### src/rtl/pcie_sym_pkg.sv
// Shared definitions for the transmit symbol sequencer: mux select codes,
// K-code byte values and the sequencer state encoding.
// Optional macro TXSEQ_FTS_EN adds the FTS ordered-set states.
package pcie_sym_pkg;

    // Select codes understood by the K-code mux controller
    localparam logic [3:0] SEL_DATA = 4'd0;
    localparam logic [3:0] SEL_COM  = 4'd1;
    localparam logic [3:0] SEL_PAD  = 4'd2;
    localparam logic [3:0] SEL_SKP  = 4'd3;
    localparam logic [3:0] SEL_STP  = 4'd4;
    localparam logic [3:0] SEL_SDP  = 4'd5;
    localparam logic [3:0] SEL_END  = 4'd6;
    localparam logic [3:0] SEL_EDB  = 4'd7;
    localparam logic [3:0] SEL_FTS  = 4'd8;
    localparam logic [3:0] SEL_IDL  = 4'd9;

    // K-code byte values the mux substitutes for each select code
    localparam logic [7:0] K_COM = 8'hBC;
    localparam logic [7:0] K_PAD = 8'hF7;
    localparam logic [7:0] K_SKP = 8'h1C;
    localparam logic [7:0] K_STP = 8'hFB;
    localparam logic [7:0] K_SDP = 8'h5C;
    localparam logic [7:0] K_END = 8'hFD;
    localparam logic [7:0] K_EDB = 8'hFE;
    localparam logic [7:0] K_FTS = 8'h3C;
    localparam logic [7:0] K_IDL = 8'h7C;

    // Sequencer states
    typedef enum logic [3:0] {
        ST_IDLE = 4'd0,
        ST_DATA = 4'd1,
        ST_TAIL = 4'd2,
        ST_SKP1 = 4'd3,
        ST_SKP2 = 4'd4,
        ST_SKP3 = 4'd5
`ifdef TXSEQ_FTS_EN
        ,
        ST_FTS1 = 4'd6,
        ST_FTS2 = 4'd7,
        ST_FTS3 = 4'd8
`endif
    } state_t;

    // Byte the mux puts on the wire for a given select code (data path
    // passes through, so DATA maps to 00 here)
    function automatic logic [7:0] kcode_byte(input logic [3:0] sel);
        logic [7:0] b;
        b = 8'h00;
        case (sel)
            SEL_COM: b = K_COM;
            SEL_PAD: b = K_PAD;
            SEL_SKP: b = K_SKP;
            SEL_STP: b = K_STP;
            SEL_SDP: b = K_SDP;
            SEL_END: b = K_END;
            SEL_EDB: b = K_EDB;
            SEL_FTS: b = K_FTS;
            SEL_IDL: b = K_IDL;
            default: b = 8'h00;
        endcase
        return b;
    endfunction

endpackage

### src/rtl/tx_sym_seq_skp_timer.sv
// SKP interval timer: counts symbol cycles, saturates at SKP_INTERVAL-1 and
// then raises skp_due until the sequencer clears it by emitting a SKP COM.
module skp_timer
    import pcie_sym_pkg::*;
#(
    parameter int SKP_INTERVAL = 1180,
    parameter int CNT_W        = 11
)(
    input  logic i_clk,
    input  logic i_reset,
    input  logic i_clear,
    output logic o_skp_due
);

    localparam logic [CNT_W-1:0] CNT_SAT = CNT_W'(SKP_INTERVAL - 1);

    logic [CNT_W-1:0] r_cnt;
    logic             r_due;

    // Count up to saturation, then hold and flag; clear restarts the interval
    always_ff @(posedge i_clk) begin
        if (i_reset || i_clear) begin
            r_cnt <= '0;
            r_due <= 1'b0;
        end else if (r_cnt == CNT_SAT) begin
            r_due <= 1'b1;
        end else begin
            r_cnt <= r_cnt + 1'b1;
        end
    end

    assign o_skp_due = r_due;

endmodule

### src/rtl/tx_sym_seq.sv
// Transmit symbol sequencer: frames packets from a byte-wide valid/ready
// source (STP/SDP, payload, END/EDB), inserts SKP ordered sets between
// packets and fills the link with IDL. One registered symbol per clock.
// Optional macro TXSEQ_FTS_EN adds fts_req and N_FTS FTS ordered sets.
//
// Source handshake: a byte transfers on a rising edge where pkt_valid and
// pkt_ready are both high. pkt_ready depends only on the current state, so
// the source may hold pkt_valid across non-ready cycles without side effects.
module tx_sym_seq
    import pcie_sym_pkg::*;
#(
    parameter int SKP_INTERVAL = 1180,
    parameter int CNT_W        = 11
`ifdef TXSEQ_FTS_EN
    ,
    parameter int N_FTS        = 4
`endif
)(
    input  logic       clk,
    input  logic       reset,
    input  logic       pkt_valid,
    input  logic [7:0] pkt_data,
    input  logic       pkt_last,
    input  logic       pkt_dllp,
    input  logic       pkt_abort,
`ifdef TXSEQ_FTS_EN
    input  logic       fts_req,
`endif
    output logic       pkt_ready,
    output logic [7:0] mux_data,
    output logic       mux_enb,
    output logic [3:0] mux_sel,
    output logic [3:0] o_dbg_state
);

    state_t     r_state;
    logic [7:0] r_mux_data;
    logic [3:0] r_mux_sel;
    logic       r_mux_enb;
    logic       r_abort;

    state_t     w_nxt_state;
    logic [7:0] w_nxt_data;
    logic [3:0] w_nxt_sel;
    logic       w_nxt_abort;
    logic       w_skp_clear;
    logic       w_skp_due;

`ifdef TXSEQ_FTS_EN
    localparam logic [7:0] FTS_LAST = 8'(N_FTS - 1);

    logic       r_fts_pend;
    logic [7:0] r_fts_rep;
    logic       w_nxt_fts_pend;
    logic [7:0] w_nxt_fts_rep;
`endif

    skp_timer #(
        .SKP_INTERVAL (SKP_INTERVAL),
        .CNT_W        (CNT_W)
    ) u_skp_timer (
        .i_clk     (clk),
        .i_reset   (reset),
        .i_clear   (w_skp_clear),
        .o_skp_due (w_skp_due)
    );

    // Next state and next symbol; IDLE is the only place a new ordered set
    // or packet may begin, so packets are never split by a SKP
    always_comb begin
        w_nxt_state = r_state;
        w_nxt_sel   = SEL_IDL;
        w_nxt_data  = 8'h00;
        w_nxt_abort = r_abort;
        w_skp_clear = 1'b0;
`ifdef TXSEQ_FTS_EN
        w_nxt_fts_pend = r_fts_pend | fts_req;
        w_nxt_fts_rep  = r_fts_rep;
`endif
        case (r_state)
            ST_IDLE: begin
                if (w_skp_due) begin
                    w_nxt_sel   = SEL_COM;
                    w_skp_clear = 1'b1;
                    w_nxt_state = ST_SKP1;
`ifdef TXSEQ_FTS_EN
                end else if (r_fts_pend) begin
                    // FTS sets do not restart the SKP interval
                    w_nxt_sel   = SEL_COM;
                    w_nxt_state = ST_FTS1;
`endif
                end else if (pkt_valid) begin
                    w_nxt_sel   = pkt_dllp ? SEL_SDP : SEL_STP;
                    w_nxt_state = ST_DATA;
                end else begin
                    w_nxt_sel   = SEL_IDL;
                end
            end
            ST_DATA: begin
                if (pkt_valid) begin
                    w_nxt_sel  = SEL_DATA;
                    w_nxt_data = pkt_data;
                    if (pkt_last) begin
                        w_nxt_abort = pkt_abort;
                        w_nxt_state = ST_TAIL;
                    end
                end else begin
                    // source underrun: pad the link, keep the packet open
                    w_nxt_sel = SEL_PAD;
                end
            end
            ST_TAIL: begin
                w_nxt_sel   = r_abort ? SEL_EDB : SEL_END;
                w_nxt_abort = 1'b0;
                w_nxt_state = ST_IDLE;
            end
            ST_SKP1: begin
                w_nxt_sel   = SEL_SKP;
                w_nxt_state = ST_SKP2;
            end
            ST_SKP2: begin
                w_nxt_sel   = SEL_SKP;
                w_nxt_state = ST_SKP3;
            end
            ST_SKP3: begin
                w_nxt_sel   = SEL_SKP;
                w_nxt_state = ST_IDLE;
            end
`ifdef TXSEQ_FTS_EN
            ST_FTS1: begin
                w_nxt_sel   = SEL_FTS;
                w_nxt_state = ST_FTS2;
            end
            ST_FTS2: begin
                w_nxt_sel   = SEL_FTS;
                w_nxt_state = ST_FTS3;
            end
            ST_FTS3: begin
                // each set returns to IDLE; the pending flag starts the next
                w_nxt_sel   = SEL_FTS;
                w_nxt_state = ST_IDLE;
                if (r_fts_rep == FTS_LAST) begin
                    w_nxt_fts_rep  = 8'd0;
                    w_nxt_fts_pend = fts_req;
                end else begin
                    w_nxt_fts_rep  = r_fts_rep + 8'd1;
                end
            end
`endif
            default: begin
                w_nxt_sel   = SEL_IDL;
                w_nxt_state = ST_IDLE;
            end
        endcase
    end

    // State, abort latch and the registered mux outputs
    always_ff @(posedge clk) begin
        if (reset) begin
            r_state    <= ST_IDLE;
            r_abort    <= 1'b0;
            r_mux_sel  <= SEL_IDL;
            r_mux_data <= 8'h00;
            r_mux_enb  <= 1'b0;
        end else begin
            r_state    <= w_nxt_state;
            r_abort    <= w_nxt_abort;
            r_mux_sel  <= w_nxt_sel;
            r_mux_data <= w_nxt_data;
            r_mux_enb  <= 1'b1;
        end
    end

`ifdef TXSEQ_FTS_EN
    // FTS request latch and ordered-set repeat counter
    always_ff @(posedge clk) begin
        if (reset) begin
            r_fts_pend <= 1'b0;
            r_fts_rep  <= 8'd0;
        end else begin
            r_fts_pend <= w_nxt_fts_pend;
            r_fts_rep  <= w_nxt_fts_rep;
        end
    end
`endif

    assign pkt_ready   = (r_state == ST_DATA);
    assign mux_data    = r_mux_data;
    assign mux_sel     = r_mux_sel;
    assign mux_enb     = r_mux_enb;
    assign o_dbg_state = r_state;

endmodule

### config.mk
export PLATFORM = sky130hd
export DESIGN_NAME = tx_sym_seq
export DESIGN_NICKNAME = d
export VERILOG_FILES = /design/src/rtl/pcie_sym_pkg.sv /design/src/rtl/tx_sym_seq_skp_timer.sv /design/src/rtl/tx_sym_seq.sv
export SDC_FILE = /design/constraint.sdc
export NUM_CORES = 1
export LEC_CHECK = 0
export CAP_MARGIN = 0
export CORE_MARGIN = 2
export CORE_UTILIZATION = 30
export CTS_CLUSTER_SIZE = 30
export DETAILED_ROUTE_END_ITERATION = 16
export SLEW_MARGIN = 20
export SYNTH_ARGS = -nofsm -noshare
export SYNTH_HDL_FRONTEND = slang
export SYNTH_SLANG_ARGS = --single-unit
### constraint.sdc
create_clock -name clk -period 2.62 [get_ports clk]
set_input_delay 0.524 -clock clk [delete_from_list [all_inputs] [get_ports clk]]
set_output_delay 0.524 -clock clk [all_outputs]
set_load 0.01 [all_outputs]
### Signal wires on met1, run 1

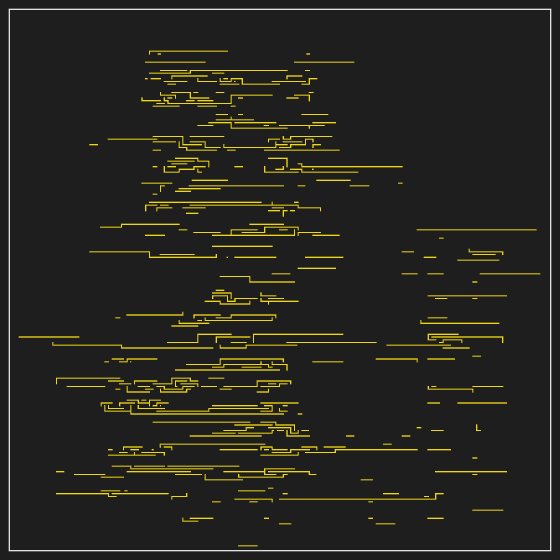
- wire length on this layer: 1,190 um
- longest straight run: 19.3 um
- main direction: horizontal
- nets with wire on the layer: 148

### The metal 3 layer, run 1

Bar = 20 um.
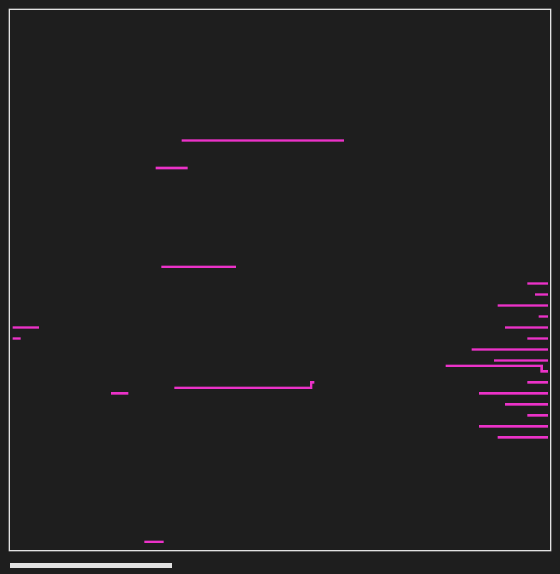
- longest straight run: 19.8 um
- wire length on this layer: 136 um
- nets with wire on the layer: 21
- share of all routed wire: 5.5%
- main direction: horizontal
met3 Track Usage GR: 4.22%
Detailed Route WL: 2.45 mm
DR vias: 988

==> flow_summary_export.csv, run 1 <==
group,metric,value,unit
run_status,status,"finished clean",
critical_path,crit_path_end_kind,"output pin",
global_route,grt_pass1_vias,899,
clock_network,clk_path_buf_depth,2,
critical_path,r2r_start,"o_dbg_state[2]$_SDFFE_PP0P_",
job,maxCapViolCount,0,
synthesis,edf_count,0,
drt,via_per_inst,4.84,
critical_path,worstPathArrival,1740,ps
critical_path,critical_path_class,"register to output pin",
pwr,ir_drop,232,uV
min_path,hold_path.class,"register to register",
synthesis,ys_cells,123,
drt,drtIter0Drc,19,
drt,firstDrtPassIters,4,
critical_path,crit_fanout,17,
placement,dpl.hpwl,1.69,mm
clock_network,cts-root-buf,"clkbuf_8",
final_timing,fin_crit_sh,86.4,%
synthesis,synth.largest_area_cell,"dfxtp_1",
final_timing,finalClockSkew,7.29,ps
clock_network,cts_resized,0,
finish,final_common_cell,"clkdlybuf4s50_1",
finish,fill_cells,352,
clock_network,cts.clk_slew.worst_paths,60,ps
floorplanning,core.rowCount,22,
min_path,min-delay-start,"r_abort$_SDFFE_PP0P_",
global_route,grt_pass1_wl,4.12,mm
global_route,grt_max_degree,18,
clock_network,htreeDepth,2,
synthesis,synthTopCellsByArea,"dfxtp_1, and2_1, nand3_1",
synthesis,ff_type,"dfxtp_1",
synthesis,synth_seq_share,49.0,%
final_timing,fin_ws,356,ps
clock_network,cts_setup_buffers,0,
### Signal metal coverage by tile, run 1

Bar = 20 um. 13 x 13 tiles, from dark blue (low) to red (high), scaled to the fullest tile. Values are wire area over tile area, all layers added.
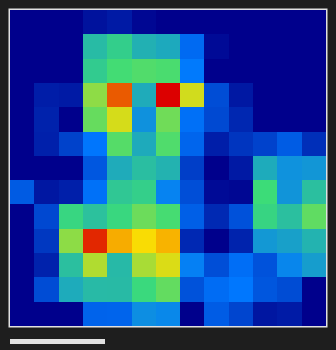
- mean over tiles: 0.088
- emptiest ninth of the die: north-east
- nearly empty tiles: 31%
- densest ninth of the die: south
- tiles over half the peak: 15%
total track usage: 12.5%
WL/cell: 12.0 um

-- run 1: synth_stat cells (3+ instances only) --
library cell  instances
a211oi_1              3
a21oi_1               8
and2_1                8
clkbuf_1              3
dfxtp_1              29
inv_1                 5
mux2i_1               3
nand2_1               3
nand3_1               9
nor2_1                4
o21ai_0               6
o31ai_1               3
or4_1                 4
-- run 1: cell families after synthesis --
group | after synthesis | share of synthesized area [%]
buffers and inverters | 11 | 3.91
muxes | 3 | 2.54
AOI/OAI and AO/OA | 25 | 13.4
DFF | 29 | 49.0
and+or+nand+nor | 50 | 27.5
adders and majority gates | 1 | 1.06
xor gates and xnor gates | 3 | 2.22
other | 1 | 0.317
-- run 1: per-stage QoR --
| step | utilization (%) | std cells | hold WS, ps | total power [mW] | area [um2] |
|---|---|---|---|---|---|
| 2_1_floorplan | - | 123 | 431 | 0.514 | 1180 |
| 3_3_place_gp | 40.9 | 196 | 450 | 0.565 | 1520 |
| 3_5_place_dp | 40.9 | 196 | 460 | 0.565 | 1520 |
| 4_1_cts | 43.6 | 204 | 477 | 0.975 | 1620 |
| 5_1_grt | 43.6 | 204 | 516 | 1.00 | 1620 |
| 6_report | 43.6 | 204 | 476 | 0.954 | 1620 |
-- run 1: power breakdown --
group | total [mW] | internal, mW | switching, mW
combinational | 0.0851 | 0.0517 | 0.0335
sequential | 0.470 | 0.456 | 0.0144
clock | 0.399 | 0.237 | 0.162
total | 0.954 | 0.744 | 0.210
-- run 1: layout make-up --
cell class / count / area, um2 / area share (%)
clock buffers: 7 / 96.3 / 5.94
repair buffers: 30 / 300 / 18.5
inverters: 6 / 22.5 / 1.39
well taps: 48 / 60.1 / 3.70
multi-input cells: 83 / 557 / 34.3
clock inverters: 1 / 5.00 / 0.309
flip-flops and latches: 29 / 581 / 35.8
-- run 1: critical path: stages (launching register included) --
cell	delay, ps
dfxtp_1	600
nor3b_1	280
clkdlybuf4s50_1	580
-- run 1: metal layers --
metal	share of wire (%)	vias up	track usage, %
li1	-	512	-
met1	49	447	15.7
met2	44	27	18.0
met3	5.5	2	4.22
met4	1.4	0	8.42
met5	0	-	0
-- run 1: worst paths after layout --
path                                         to  slack [ps]  cells after the start
min                        r_abort$_SDFFE_PP0P_         480                      2
max                                   pkt_ready         360                      2
min reg2reg                r_abort$_SDFFE_PP0P_         480                      2
max reg2reg  u_skp_timer.o_skp_due$_SDFFE_PP0N_         870                      3
-- run 1: registers in the layout, summed over array words and instances, names as in the netlist --
| signal | flops |
|---|---|
| u_skp_timer.r_cnt | 11 |
| mux_data | 8 |
| mux_sel | 4 |
| o_dbg_state | 3 |
| mux_enb | 1 |
| r_abort | 1 |
| u_skp_timer.o_skp_due | 1 |
### Cell classes on the final placement, run 1

Fill, decap, tap and diode cells in grey.
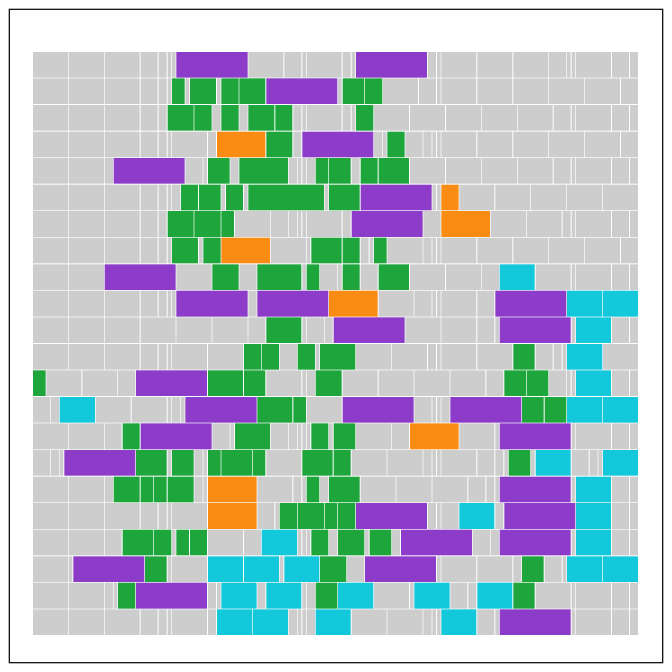

--- run 2 (diff from run 1) ---
- CORE_UTILIZATION: 30 -> 50
- MAX_ROUTING_LAYER: unset -> met4
- PLACE_DENSITY: unset -> 0.82
### Cell classes on the final placement, run 2

Fill, decap, tap and diode cells in grey.
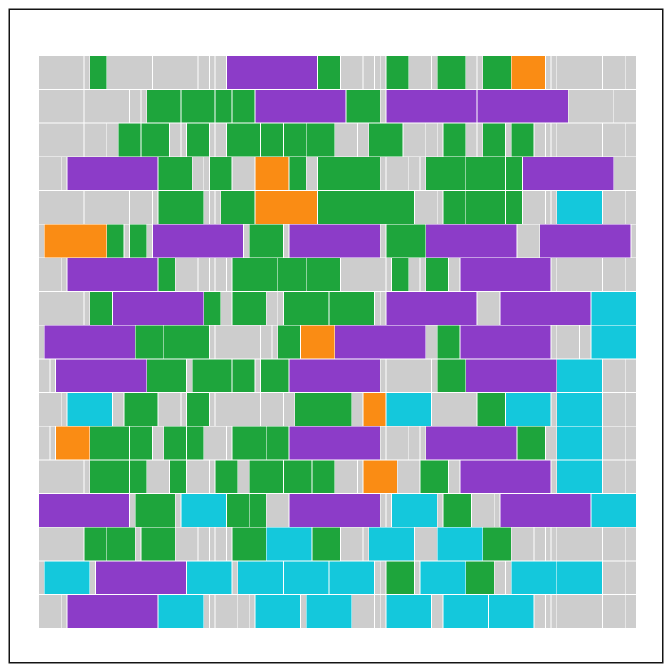
- remaining buffers and delay cells: cyan (cells 30; share of their area 20%)
- clock drivers and dummy loads: orange (cells 8; share of their area 4.6%)
- remaining logic cells: green (cells 89; share of their area 38%)
- registers: purple (cells 29; share of their area 38%)
sequential cell area share: 37.1%
cell row count: 17

### Signal wires on met1, run 2

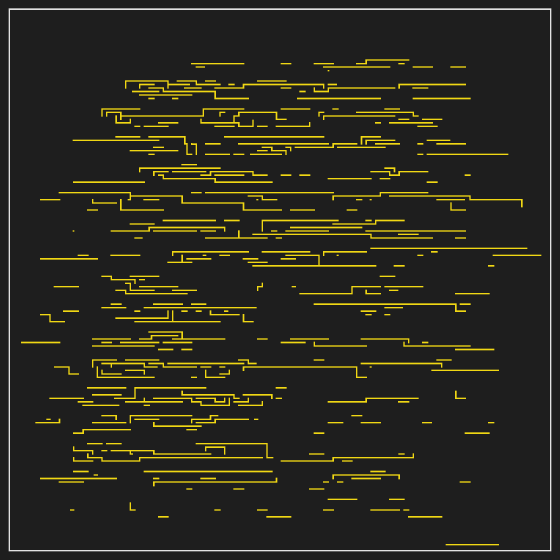
- share of all routed wire: 42%
- longest straight run: 15.2 um
- main direction: horizontal
Detailed Route WL: 2.59 mm
DR vias: 1,026
GRT met1 Usage: 23.6%

### Clock nets, run 2

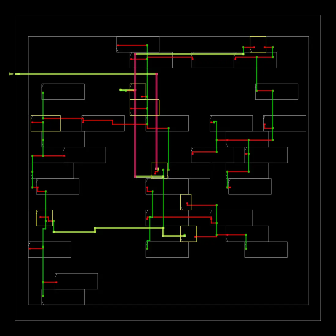
total CTS buffers: 5
clock sinks: 29

==> run 2 against run 1 <==
  * Routed wire length is 5.6% higher
  * Global-route usage is 9.6 points higher
  * Critical path depth stayed put
  * Non-clock buffer count stayed put
  * Synthesized cell count stayed put
  * Clock power is 23% lower
  * Register-to-register slack worse by 20 ps
  * Sequential share of layout area is 1.3 points higher
  * Final area is 3.5% lower
  * Core utilization is 26 points higher
  * Combinational power is 1% higher
  * Setup slack worse by 83 ps
==> flow_summary_export.csv, run 2 <==
group,metric,value,unit
run_status,status,"finished clean",
clock_network,clk_path_buf_depth,2,
critical_path,worstPathArrival,1820,ps
critical_path,r2r_cells,3,
critical_path,critical_path_class,"register to output pin",
critical_path,crit_buf_inv,1,
synthesis,synthTopCellsByArea,"dfxtp_1, and2_1, nand3_1",
finish,largest_reg_flops,11,
critical_path,path_cells,"nor3b_1 -> clkdlybuf4s50_1",
clock_network,cts-root-buf,"clkbuf_4",
global_route,grt_pass1_vias,877,
final_timing,finalClockSkew,11.0,ps
synthesis,synth_seq_share,49.0,%
placement,dpl.hpwl,1.82,mm
synthesis,ys_sh_mux,2.54,%
min_path,min-delay-start,"r_abort$_SDFFE_PP0P_",
global_route,grt_max_degree,18,
finish,top_register,"u_skp_timer.r_cnt",
drt,via_per_inst,5.58,
critical_path,rrSetupSlack,850,ps
drt,firstDrtPassIters,4,
critical_path,cp_slowest_cell,"dfxtp_1",
synthesis,edf_count,0,
job,maxCapViolCount,0,
critical_path,crit_path_end_kind,"output pin",
min_path,hold_path.class,"register to register",
clock_network,htreeDepth,2,
## run 2: cell types whose count changed in the layout (fill, tap and decap cells not counted)
cell / previous run / this run
clkbuf_4: 0 / 5
clkbuf_8: 7 / 2
## run 2: worst max-delay path by stage
stage | startpoint | endpoint | slack, ps | cells after the start
after detailed placement | reset | mux_data[2]$_SDFF_PP0_ | 570 | 4
after global routing | o_dbg_state[0]$_SDFFE_PP0P_ | pkt_ready | 170 | 2
after CTS | o_dbg_state[0]$_SDFFE_PP0P_ | pkt_ready | 270 | 2
final | o_dbg_state[0]$_SDFFE_PP0P_ | pkt_ready | 270 | 2
after floorplan | o_dbg_state[2]$_SDFFE_PP0P_ | u_skp_timer.o_skp_due$_SDFFE_PP0N_ | 1050 | 4
after global placement | reset | mux_data[4]$_SDFF_PP0_ | 650 | 4
## run 2: layout make-up
class / instances / area, um2
Clock buffer: 7 / 65.1
Clock inverter: 1 / 5.00
Fill cell: 187 / 668
Inverter: 6 / 22.5
Multi-Input combinational cell: 83 / 557
Sequential cell: 29 / 581
Tap cell: 28 / 35.0
Timing Repair Buffer: 30 / 300
## run 2: layer usage
metal | up-vias | global-route usage (%) | routed length, um
met3 | 5 | 8.86 | 142
met5 | - | - | 0
li1 | 509 | - | -
met4 | 0 | 8.97 | 37
met2 | 29 | 36.5 | 1330
met1 | 483 | 23.6 | 1090
## run 2: worst reg2reg max path, delay by kind of cell (launching register included)
family | cells | cell delay, ps
AND/OR/NAND/NOR | 2 | 1040
flip-flops | 1 | 440
AND-OR/OR-AND | 1 | 190
## run 2: logic make-up after synthesis
family / after synthesis
AND-OR/OR-AND: 25
XOR/XNOR: 3
adder cells (fa/ha/maj): 1
buffers and inverters: 11
flip-flops: 29
multiplexers: 3
other: 1
AND/OR/NAND/NOR: 50
## run 2: power by group
part           total (mW)  leakage, nW  switching (mW)  internal [mW]
clock               0.307       0.0413           0.152          0.155
combinational      0.0862        0.260          0.0346         0.0515
sequential          0.470        0.236          0.0149          0.455
## run 2: metrics by stage
step                      utilization [%]  power, mW  cells  worst slack (ps)  instance area (um2)
after CTS                            70.1      0.871    184               270                 1570
after detailed placement             66.9      0.566    176               571                 1500
after global placement               66.9      0.563    176               651                 1500
after floorplan                         -      0.514    123              1050                 1180
final                                70.1      0.863    184               273                 1570
after global routing                 70.1      0.899    184               169                 1570
### The metal 3 layer, run 2

Bar = 20 um.
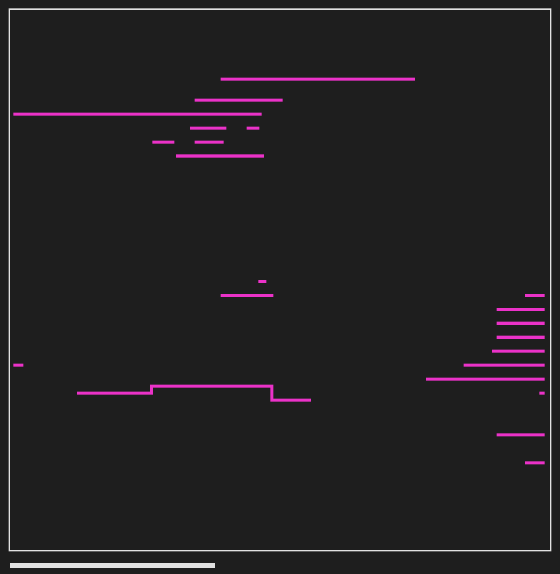

--- run 3 (diff from run 2) ---
- CTS_BUF_LIST: unset -> sky130_fd_sc_hd__clkbuf_2
### The metal 3 layer, run 3

Bar = 20 um.
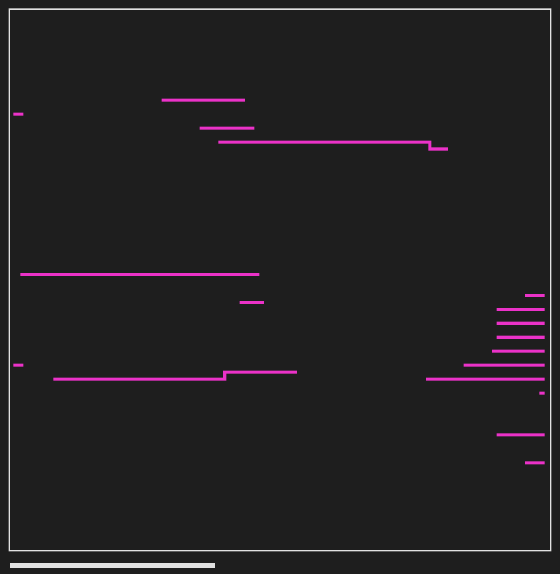
- longest straight run: 23.0 um
- share of all routed wire: 5.2%
DR vias: 1,015
Detailed Route WL: 2.50 mm
met3 Track Usage GR: 9.71%

### Clock nets, run 3

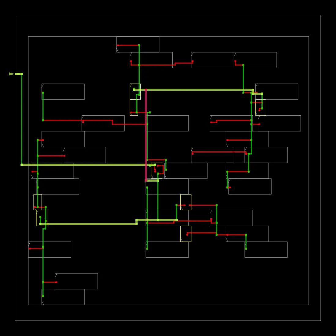
clk_skew: 21.5 ps
clock buffers: 5

### Signal metal coverage by tile, run 3

Bar = 20 um. 11 x 11 tiles, from dark blue (low) to red (high), scaled to the fullest tile. Values are wire area over tile area, all layers added.
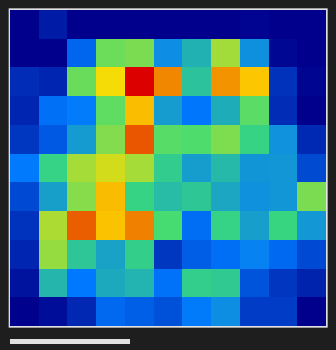
- mean over tiles: 0.14
- tiles over half the peak: 24%
- densest ninth of the die: centre
- fullest tile: 0.44

==> run 3 against run 2 <==
  * Setup slack worse by 33 ps
  * Non-clock buffer count stayed put
  * Synthesized cell count stayed put
  * Area after synthesis stayed put
  * Clock power is 33% lower
  * Critical path type unchanged
==> flow_summary_export.csv, run 3 <==
group,metric,value,unit
run_status,status,"finished clean",
pwr,ir_drop,307,uV
critical_path,path_cells,"nor3b_1 -> clkdlybuf4s50_1",
placement,dp_slack,571,ps
synthesis,synth_seq_share,49.0,%
clock_network,clk_path_buf_depth,2,
clock_network,clock-sinks,29,
min_path,holdPathStages,2,
synthesis,ys_cells,123,
finish,fill_cells,197,
critical_path,critical_path_class,"register to output pin",
critical_path,crit_fanout,17,
finish,comb_area,557,um2
job,maxCapViolCount,0,
clock_network,htreeDepth,2,
synthesis,top_cells_by_count,"dfxtp_1, nand3_1, a21oi_1, and2_1, o21ai_0",
floorplanning,core.rowCount,17,
critical_path,rrSetupSlack,860,ps
critical_path,worstPathArrival,1860,ps
finish,final_common_cell,"clkdlybuf4s50_1",
synthesis,synthTopCellsByArea,"dfxtp_1, and2_1, nand3_1",
clock_network,cts_resized,0,
final_timing,fin_ws,240,ps
drt,firstDrtPassIters,4,
drt,wl_per_cell,13.6,um
critical_path,cp_slowest_cell,"dfxtp_1",
clock_network,cts_setup_buffers,0,
global_route,grt_pass1_vias,874,
critical_path,cpPeakStageDelay,620,ps
min_path,hold_path.class,"register to register",
global_route,grt_max_degree,18,
drt,drtIter0Drc,11,
synthesis,synth.largest_area_cell,"dfxtp_1",
clock_network,cts.clk_slew.worst_paths,120,ps
critical_path,crit_path_end_kind,"output pin",
==> run 3: netlist changes by cell type in the layout (fill, tap and decap cells not counted) <==
cell / previous run / this run
clkbuf_4: 5 / 0
clkbuf_2: 0 / 5
clkbuf_8: 2 / 0
clkinv_1: 1 / 3
==> run 3: path summary, 6_finish.rpt <==
path / start / end
max: o_dbg_state[0]$_SDFFE_PP0P_ / pkt_ready
max reg2reg: o_dbg_state[2]$_SDFFE_PP0P_ / u_skp_timer.o_skp_due$_SDFFE_PP0N_
min reg2reg: r_abort$_SDFFE_PP0P_ / r_abort$_SDFFE_PP0P_
min: r_abort$_SDFFE_PP0P_ / r_abort$_SDFFE_PP0P_
==> run 3: through the flow <==
step	hold slack, ps	util, %	total power, mW	std cells	cell area, um2
global placement	451	66.9	0.563	176	1500
CTS	479	68.6	0.768	184	1530
global route	508	68.6	0.800	184	1530
floorplan	431	-	0.514	123	1180
detailed placement	459	66.9	0.566	176	1500
finish	477	68.6	0.763	184	1530
==> run 3: layer usage <==
layer / part of all wire (%) / global-route usage [%] / up-vias / routed length [um]
li1: - / - / 511 / -
met1: 43 / 23.6 / 478 / 1080
met2: 51 / 35.4 / 24 / 1280
met3: 5.2 / 9.71 / 2 / 130
met4: 0.60 / 7.69 / 0 / 15
met5: 0 / - / - / 0
==> run 3: report_power, final <==
group / leakage [nW] / switching [mW] / internal, mW / total (mW)
registers: 0.236 / 0.0147 / 0.456 / 0.470
logic: 0.260 / 0.0342 / 0.0515 / 0.0857
clock network: 0.0278 / 0.149 / 0.0582 / 0.207
==> run 3: cells by family after synthesis <==
group | Yosys count | synth area share [%]
compound gates | 25 | 13.4
simple gates | 50 | 27.5
flops | 29 | 49.0
other cells | 1 | 0.317
xor+xnor | 3 | 2.22
buf+inv | 11 | 3.91
mux | 3 | 2.54
fa+ha+maj | 1 | 1.06
==> run 3: cell type report <==
cell class	instances	share of cell area [%]
tap	28	2.29
sequential	29	37.9
clock inverter	3	0.816
inverter	6	1.47
timing repair buffer	30	19.6
clock buffer	5	1.63
multi-input combinational	83	36.3
==> run 3: worst max-delay path: cells and delay by family (launching register included) <==
kind                   cells  cell delay, ps
AND/OR/NAND/NOR            1             310
buffers and inverters      1             590
flip-flops                 1             620
Power and IR drop assume default switching activity.
